==> src/rtl/character_pkg.sv <==
// Shared definitions for the character input path and the character physics block.
// Defaults live here so both blocks agree on the jump charge limit.
package character_pkg;

    localparam int DEF_SYNC_STAGES     = 2;
    localparam int DEF_DEBOUNCE_CYCLES = 4;
    localparam int DEF_MAX_HOLD        = 100;

    typedef enum logic [1:0] {
        J_IDLE    = 2'd0,
        J_HOLD    = 2'd1,
        J_RELEASE = 2'd2
    } jump_state_t;

endpackage

==> src/rtl/btn_debounce.sv <==
// One button channel: multi-flop synchroniser followed by a disagreement-count debouncer.
// The level only flips after DEBOUNCE_CYCLES consecutive samples disagree with it.
module btn_debounce
    import character_pkg::*;
#(
    parameter int SYNC_STAGES     = DEF_SYNC_STAGES,
    parameter int DEBOUNCE_CYCLES = DEF_DEBOUNCE_CYCLES
) (
    input  logic character_clk,
    input  logic sys_rst_n,
    input  logic raw,
    output logic level
);

    localparam int CNT_W = (DEBOUNCE_CYCLES > 1) ? $clog2(DEBOUNCE_CYCLES) : 1;
    localparam logic [CNT_W-1:0] CNT_LAST = CNT_W'(DEBOUNCE_CYCLES - 1);

    logic [SYNC_STAGES-1:0] sync;
    logic [CNT_W-1:0]       cnt;
    logic                   s_x;

    assign s_x = sync[SYNC_STAGES-1];

    always_ff @(posedge character_clk or negedge sys_rst_n) begin
        if (!sys_rst_n) begin
            sync <= '0;
        end else begin
            sync <= {sync[SYNC_STAGES-2:0], raw};
        end
    end

    always_ff @(posedge character_clk or negedge sys_rst_n) begin
        if (!sys_rst_n) begin
            cnt   <= '0;
            level <= 1'b0;
        end else if (s_x == level) begin
            cnt <= '0;
        end else if (cnt == CNT_LAST) begin
            level <= ~level;
            cnt   <= '0;
        end else begin
            cnt <= cnt + CNT_W'(1);
        end
    end

endmodule

==> src/rtl/character_btn_ctrl.sv <==
// Button conditioning for the character block: debounce, left/right/jump arbitration,
// press strobes and a saturating jump-hold counter with a release strobe.
//
//   state     | meaning
//   J_IDLE    | jump not held, hold_cnt = 0
//   J_HOLD    | jump held, hold_cnt counting up to MAX_HOLD
//   J_RELEASE | release strobe cycle, hold_cnt still shows the final hold length
module character_btn_ctrl
    import character_pkg::*;
#(
    parameter int SYNC_STAGES     = DEF_SYNC_STAGES,
    parameter int DEBOUNCE_CYCLES = DEF_DEBOUNCE_CYCLES,
    parameter int MAX_HOLD        = DEF_MAX_HOLD,
    localparam int HOLD_W         = $clog2(MAX_HOLD + 1)
) (
    input  logic              character_clk,
    input  logic              sys_rst_n,
    input  logic              enable,
    input  logic              raw_left,
    input  logic              raw_right,
    input  logic              raw_jump,
    output logic              left_btn,
    output logic              right_btn,
    output logic              jump_btn,
    output logic              left_pulse,
    output logic              right_pulse,
    output logic              jump_pulse,
    output logic              jump_release_pulse,
    output logic [HOLD_W-1:0] hold_cnt,
    output logic              hold_max
);

    localparam logic [HOLD_W-1:0] HOLD_SAT = HOLD_W'(MAX_HOLD);

    logic db_left, db_right, db_jump;
    logic next_left, next_right, next_jump;

    jump_state_t       state, state_next;
    logic [HOLD_W-1:0] cnt_next;
    logic              release_next;

    btn_debounce #(.SYNC_STAGES(SYNC_STAGES), .DEBOUNCE_CYCLES(DEBOUNCE_CYCLES)) u_db_left (
        .character_clk (character_clk),
        .sys_rst_n     (sys_rst_n),
        .raw           (raw_left),
        .level         (db_left)
    );

    btn_debounce #(.SYNC_STAGES(SYNC_STAGES), .DEBOUNCE_CYCLES(DEBOUNCE_CYCLES)) u_db_right (
        .character_clk (character_clk),
        .sys_rst_n     (sys_rst_n),
        .raw           (raw_right),
        .level         (db_right)
    );

    btn_debounce #(.SYNC_STAGES(SYNC_STAGES), .DEBOUNCE_CYCLES(DEBOUNCE_CYCLES)) u_db_jump (
        .character_clk (character_clk),
        .sys_rst_n     (sys_rst_n),
        .raw           (raw_jump),
        .level         (db_jump)
    );

    // Opposing directions cancel, and jump suppresses both directions.
    assign next_left  = db_left  & ~db_right & ~db_jump & enable;
    assign next_right = db_right & ~db_left  & ~db_jump & enable;
    assign next_jump  = db_jump  & enable;

    always_ff @(posedge character_clk or negedge sys_rst_n) begin
        if (!sys_rst_n) begin
            left_btn    <= 1'b0;
            right_btn   <= 1'b0;
            jump_btn    <= 1'b0;
            left_pulse  <= 1'b0;
            right_pulse <= 1'b0;
            jump_pulse  <= 1'b0;
        end else begin
            left_btn    <= next_left;
            right_btn   <= next_right;
            jump_btn    <= next_jump;
            left_pulse  <= next_left  & ~left_btn;
            right_pulse <= next_right & ~right_btn;
            jump_pulse  <= next_jump  & ~jump_btn;
        end
    end

    always_comb begin
        state_next   = state;
        cnt_next     = hold_cnt;
        release_next = 1'b0;
        if (!enable) begin
            // Disabling abandons the hold silently; no release strobe.
            state_next = J_IDLE;
            cnt_next   = '0;
        end else begin
            case (state)
                J_IDLE: begin
                    if (next_jump) begin
                        state_next = J_HOLD;
                        cnt_next   = HOLD_W'(1);
                    end else begin
                        cnt_next = '0;
                    end
                end
                J_HOLD: begin
                    if (next_jump) begin
                        if (hold_cnt != HOLD_SAT) begin
                            cnt_next = hold_cnt + HOLD_W'(1);
                        end
                    end else begin
                        state_next   = J_RELEASE;
                        release_next = 1'b1;
                    end
                end
                J_RELEASE: begin
                    if (next_jump) begin
                        state_next = J_HOLD;
                        cnt_next   = HOLD_W'(1);
                    end else begin
                        state_next = J_IDLE;
                        cnt_next   = '0;
                    end
                end
                default: begin
                    state_next = J_IDLE;
                    cnt_next   = '0;
                end
            endcase
        end
    end

    always_ff @(posedge character_clk or negedge sys_rst_n) begin
        if (!sys_rst_n) begin
            state              <= J_IDLE;
            hold_cnt           <= '0;
            hold_max           <= 1'b0;
            jump_release_pulse <= 1'b0;
        end else begin
            state              <= state_next;
            hold_cnt           <= cnt_next;
            hold_max           <= (cnt_next == HOLD_SAT);
            jump_release_pulse <= release_next;
        end
    end

endmodule

==> config.mk <==
export PLATFORM = sky130hd
export DESIGN_NAME = character_btn_ctrl
export DESIGN_NICKNAME = d
export VERILOG_FILES = /design/src/rtl/character_pkg.sv /design/src/rtl/btn_debounce.sv /design/src/rtl/character_btn_ctrl.sv
export SDC_FILE = /design/constraint.sdc
export NUM_CORES = 1
export LEC_CHECK = 0
export ABC_AREA = 1
export CAP_MARGIN = 15
export CORE_MARGIN = 3
export CORE_UTILIZATION = 25
export CTS_BUF_LIST = sky130_fd_sc_hd__clkbuf_8
export CTS_CLUSTER_DIAMETER = 200
export DETAILED_ROUTE_END_ITERATION = 6
export MAX_ROUTING_LAYER = met4
export PLACE_DENSITY = 0.43
export SYNTH_ARGS = -nofsm -noshare
export SYNTH_HDL_FRONTEND = slang
export SYNTH_HIERARCHICAL = 1
export SYNTH_SLANG_ARGS = --single-unit
==> constraint.sdc <==
create_clock -name character_clk -period 1.33 [get_ports character_clk]
set_input_delay 0.266 -clock character_clk [delete_from_list [all_inputs] [get_ports character_clk]]
set_output_delay 0.266 -clock character_clk [all_outputs]
set_load 0.05 [all_outputs]
run_1/pins.png
Drawn at 6 px/um. Pins as bars across the die edge, other pins in gray.
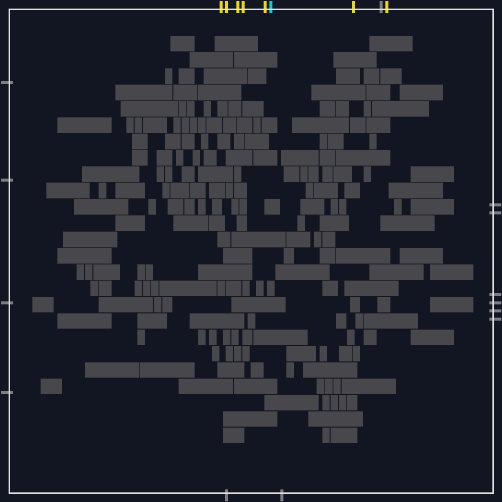
port	color	pins	direction	edge
enable	cyan	1	input	top
hold_cnt	yellow	7	output	top
height of the chip: 80.4 um
Port Buf Inserts: 20

run_1/port_nets.png
Drawn at 3 px/um.
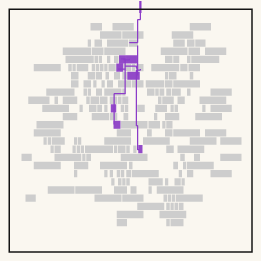
port	color	bits	direction	edge	end cells	buffers	wire
enable	purple	1	input	top	7	2	89.8 um
I/O pin count: 21

run_1/met2.png
Drawn at 6 px/um.
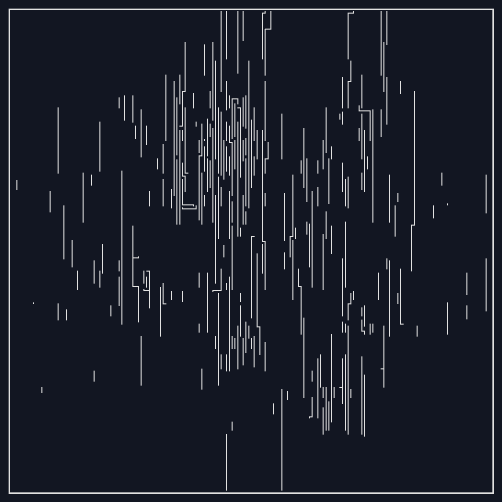
main direction	vertical
nets with wire on the layer	173
share of all routed wire	50%
longest straight run	25.5 um
sum of routed wire length over all layers: 2.95 mm
met2 track demand over resource in global routing: 15.4%
via total after detailed routing: 1103

run_1/final_placement.png
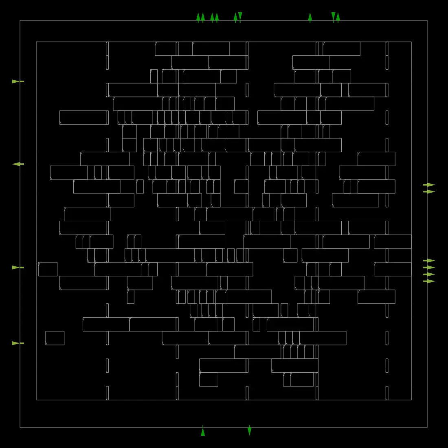
core region area: 5240 sq um
number of sequential cells in the layout: 32
count of placed standard cells in the final layout, fillers left out: 273
share of cell area taken by flip-flops and latches: 36.0%

==> run_results.csv, run 1 <==
group,metric,value,unit
power_and_ir_drop,peakVddDrop,0.000542,V
timing,setup_violators_final,6,
clocking,number_of_clock_buffers_inserted_by_tritoncts,5,
critical_path,worstPathCellList,"inv_2, ha_4, nand2_4, nor2_4, nand2_1, a21oi_2, nor2_1, nor2_2, nand3_1, nor2_1",
detailed_routing,vias_per_cell,4.04,
layout,clockNetworkAreaShare,4.02,%
synthesis,synth-cells-yosys,146,
global_routing,grt_antenna_before_repair,0,
synthesis,compound_area_share,4.25,%
global_routing,global_route_usage_over_all_layers,10.3,%
status,outcome,"finished, violations left",
synthesis,muxShareOfSynthArea,0,%
synthesis,post_synth_fa_ha_maj_area_fraction,4.52,%
synthesis,top_cell,"sky130_fd_sc_hd__dfrtp_1",
synthesis,yosys-top-cells-count,"sky130_fd_sc_hd__dfrtp_1, sky130_fd_sc_hd__nand2_1, sky130_fd_sc_hd__inv_1, sky130_fd_sc_hd__nor2_1",
flow_run,cap_viol_max_count,0,
synthesis,post_synth_instance_area,1380,sq um
layout,comb_area_share,24.5,%
critical_path,max_stage_delay,430,ps
clocking,clock_latency,270,ps
critical_path,worstReg2RegEnd,"hold_max",
synthesis,post-synth-top-area-fraction,57.9,%
synthesis,yosys_warnings,6,
clocking,cts.sink_count,32,
critical_path,setup_cp_type,"reg2reg",
synthesis,synth-edff-count,0,
power_and_ir_drop,pg_comb,1.10,mW
synthesis,ys_async_sr_fraction,100,%
global_routing,gr-total-overflow,0,
timing,fin_ws,-160,ps
place,post-dp-hpwl,2.10,mm
clocking,number_of_buffers_inserted_by_post_cts_setup_repair,2,
synthesis,library_cell_occupying_the_most_area_in_the_post_synthesis_netlist,"sky130_fd_sc_hd__dfrtp_1",
global_routing,pin_count_of_the_biggest_net_entering_global_routing,33,
synthesis,ys.flops,32,
timing,worst-slew-pin-transition,342,ps
power_and_ir_drop,maxPowerGroup,"registers",
layout,layout_top_cell,"sky130_fd_sc_hd__dfrtp_1",
layout,area_growth_syn_to_layout,62.1,%
critical_path,regToRegStartpoint,"hold_cnt[0]",
synthesis,netlist-cell-type-count,25,
synthesis,ys_sh_xor,0.633,%
critical_path,end_kind,"flip-flop",
detailed_routing,drt_first_pass_iters,4,
synthesis,ys_area,1380,sq um
status,violations,"setup timing",
floorplan,chip_area,6460,sq um
synthesis,synth_simple_gate_area_share,25.0,%
synthesis,mappedNetlistNets,157,
critical_path,worst_r2r_path_depth,10,
detailed_routing,routedLengthMet1,1.31,mm
clocking,cts-root-to-sink-buffers,2,
layout,design_area,2240,sq um
synthesis,postSynth.topFlopCell,"sky130_fd_sc_hd__dfrtp_1",
layout,utilization,42.8,%
floorplan,initial_core_util,26.4,%
critical_path,setup.worst_path.end,"hold_max",
timing,layout_min_cycle_time,1490,ps
layout,largest_class,"registers",
power_and_ir_drop,power.leakage,1.11,nW
layout,lay_top_cells,"sky130_fd_sc_hd__dfrtp_1, sky130_fd_sc_hd__nand2_1, sky130_fd_sc_hd__inv_1, sky130_fd_sc_hd__buf_4, sky130_fd_sc_hd__nor2_1",
layout,regMostFlops,"hold_cnt",
global_routing,met1_usage,12.5,%
critical_path,reg2reg_setup_slack,-160,ps
critical_path,timing.critical_path.from,"hold_cnt[0]",
critical_path,number_of_cells_on_the_critical_path,10,
run_1/metal_stack.png
Drawn at 3 px/um. Only two layers are drawn.
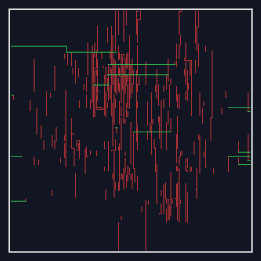

==> inputs of run 2 (changes only) <==
--- a/config.mk
+++ b/config.mk
@@ -14,6 +14,7 @@
 export DETAILED_ROUTE_END_ITERATION = 6
 export MAX_ROUTING_LAYER = met4
 export PLACE_DENSITY = 0.43
+export SKIP_CTS_REPAIR_TIMING = 1
 export SYNTH_ARGS = -nofsm -noshare
 export SYNTH_HDL_FRONTEND = slang
 export SYNTH_HIERARCHICAL = 1
run_2/metal_stack.png
Drawn at 3 px/um. Only two layers are drawn.
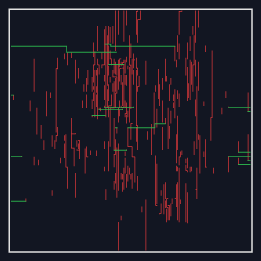
layer	color	wire length
met3	green	138 um
met2	red	1480 um

==> run 2 against run 1 <==
Against the previous run: the run still ends with setup timing left; cell count decreased by 0.73%; register-to-register slack better by 20 ps; critical path depth stayed put; wire length is 0.17% lower; highest routed layer unchanged; critical endpoint unchanged; sequential share of layout area grew 0.16 points; die area unchanged; clock skew hardly changed; global-route usage is 0.22 points lower; first-iteration DRC count down 18%; largest cell class unchanged; clock power increased by 0.5%; cell area shrank 0.45%; total power up 0.36%.
==> run_results.csv, run 2 <==
group,metric,value,unit
floorplan,floorplan.core_area,5240,sq um
clocking,number_of_clock_buffers_inserted_by_tritoncts,5,
layout,design_area,2230,sq um
synthesis,yosys-top-cells-count,"sky130_fd_sc_hd__dfrtp_1, sky130_fd_sc_hd__nand2_1, sky130_fd_sc_hd__inv_1, sky130_fd_sc_hd__nor2_1",
detailed_routing,via_count,1098,
place,port-buffer-count,20,
synthesis,ys.flops,32,
synthesis,postSynth.topFlopCell,"sky130_fd_sc_hd__dfrtp_1",
synthesis,synth-edff-count,0,
layout,layout_top_cell,"sky130_fd_sc_hd__dfrtp_1",
floorplan,chip_area,6460,sq um
synthesis,ys_async_sr_fraction,100,%
layout,finalNonFillerCells,271,
status,violations,"setup timing",
layout,seq_share,36.2,%
global_routing,pin_count_of_the_biggest_net_entering_global_routing,33,
layout,clockNetworkAreaShare,4.03,%
synthesis,post_synth_fa_ha_maj_area_fraction,4.52,%
layout,largest_class,"registers",
critical_path,worstPathCellList,"inv_2, ha_4, nand2_4, nor2_4, nand2_2, a21oi_2, nor2_1, nor2_2, nand3_1, nor2_1",
timing,setup_violators_final,4,
floorplan,initial_core_util,26.4,%
synthesis,ys_area,1380,sq um
detailed_routing,drt_first_pass_iters,4,
critical_path,worstReg2RegEnd,"hold_max",
layout,comb_area_share,24.5,%
power_and_ir_drop,peakVddDrop,0.000541,V
timing,worst-slew-pin-transition,349,ps
status,outcome,"finished, violations left",
global_routing,grt_util_met2,14.9,%
global_routing,global_route_usage_over_all_layers,10.1,%
layout,area_growth_syn_to_layout,61.4,%
flow_run,cap_viol_max_count,0,
critical_path,end_kind,"flip-flop",
detailed_routing,wirelength,2.95,mm
layout,nFlopsAndLatches,32,
synthesis,netlist-cell-type-count,25,
timing,layout_min_cycle_time,1470,ps
global_routing,met1_usage,12.2,%
synthesis,post-synth-top-area-fraction,57.9,%
critical_path,max_stage_delay,420,ps
critical_path,number_of_cells_on_the_critical_path,10,
timing,fin_ws,-139,ps
synthesis,yosys_warnings,6,
critical_path,reg2reg_setup_slack,-140,ps
power_and_ir_drop,maxPowerGroup,"registers",
place,post-dp-hpwl,2.10,mm
floorplan,die_height,80.4,um
floorplan,i_o_pin_count,21,
synthesis,synth-cells-yosys,146,
power_and_ir_drop,power.leakage,1.12,nW
critical_path,timing.critical_path.from,"hold_cnt[1]",
layout,regMostFlops,"hold_cnt",
synthesis,library_cell_occupying_the_most_area_in_the_post_synthesis_netlist,"sky130_fd_sc_hd__dfrtp_1",
layout,utilization,42.6,%
synthesis,post_synth_instance_area,1380,sq um
detailed_routing,vias_per_cell,4.05,
synthesis,ys_sh_xor,0.633,%
global_routing,grt_antenna_before_repair,0,
Power and IR drop assume default switching activity.
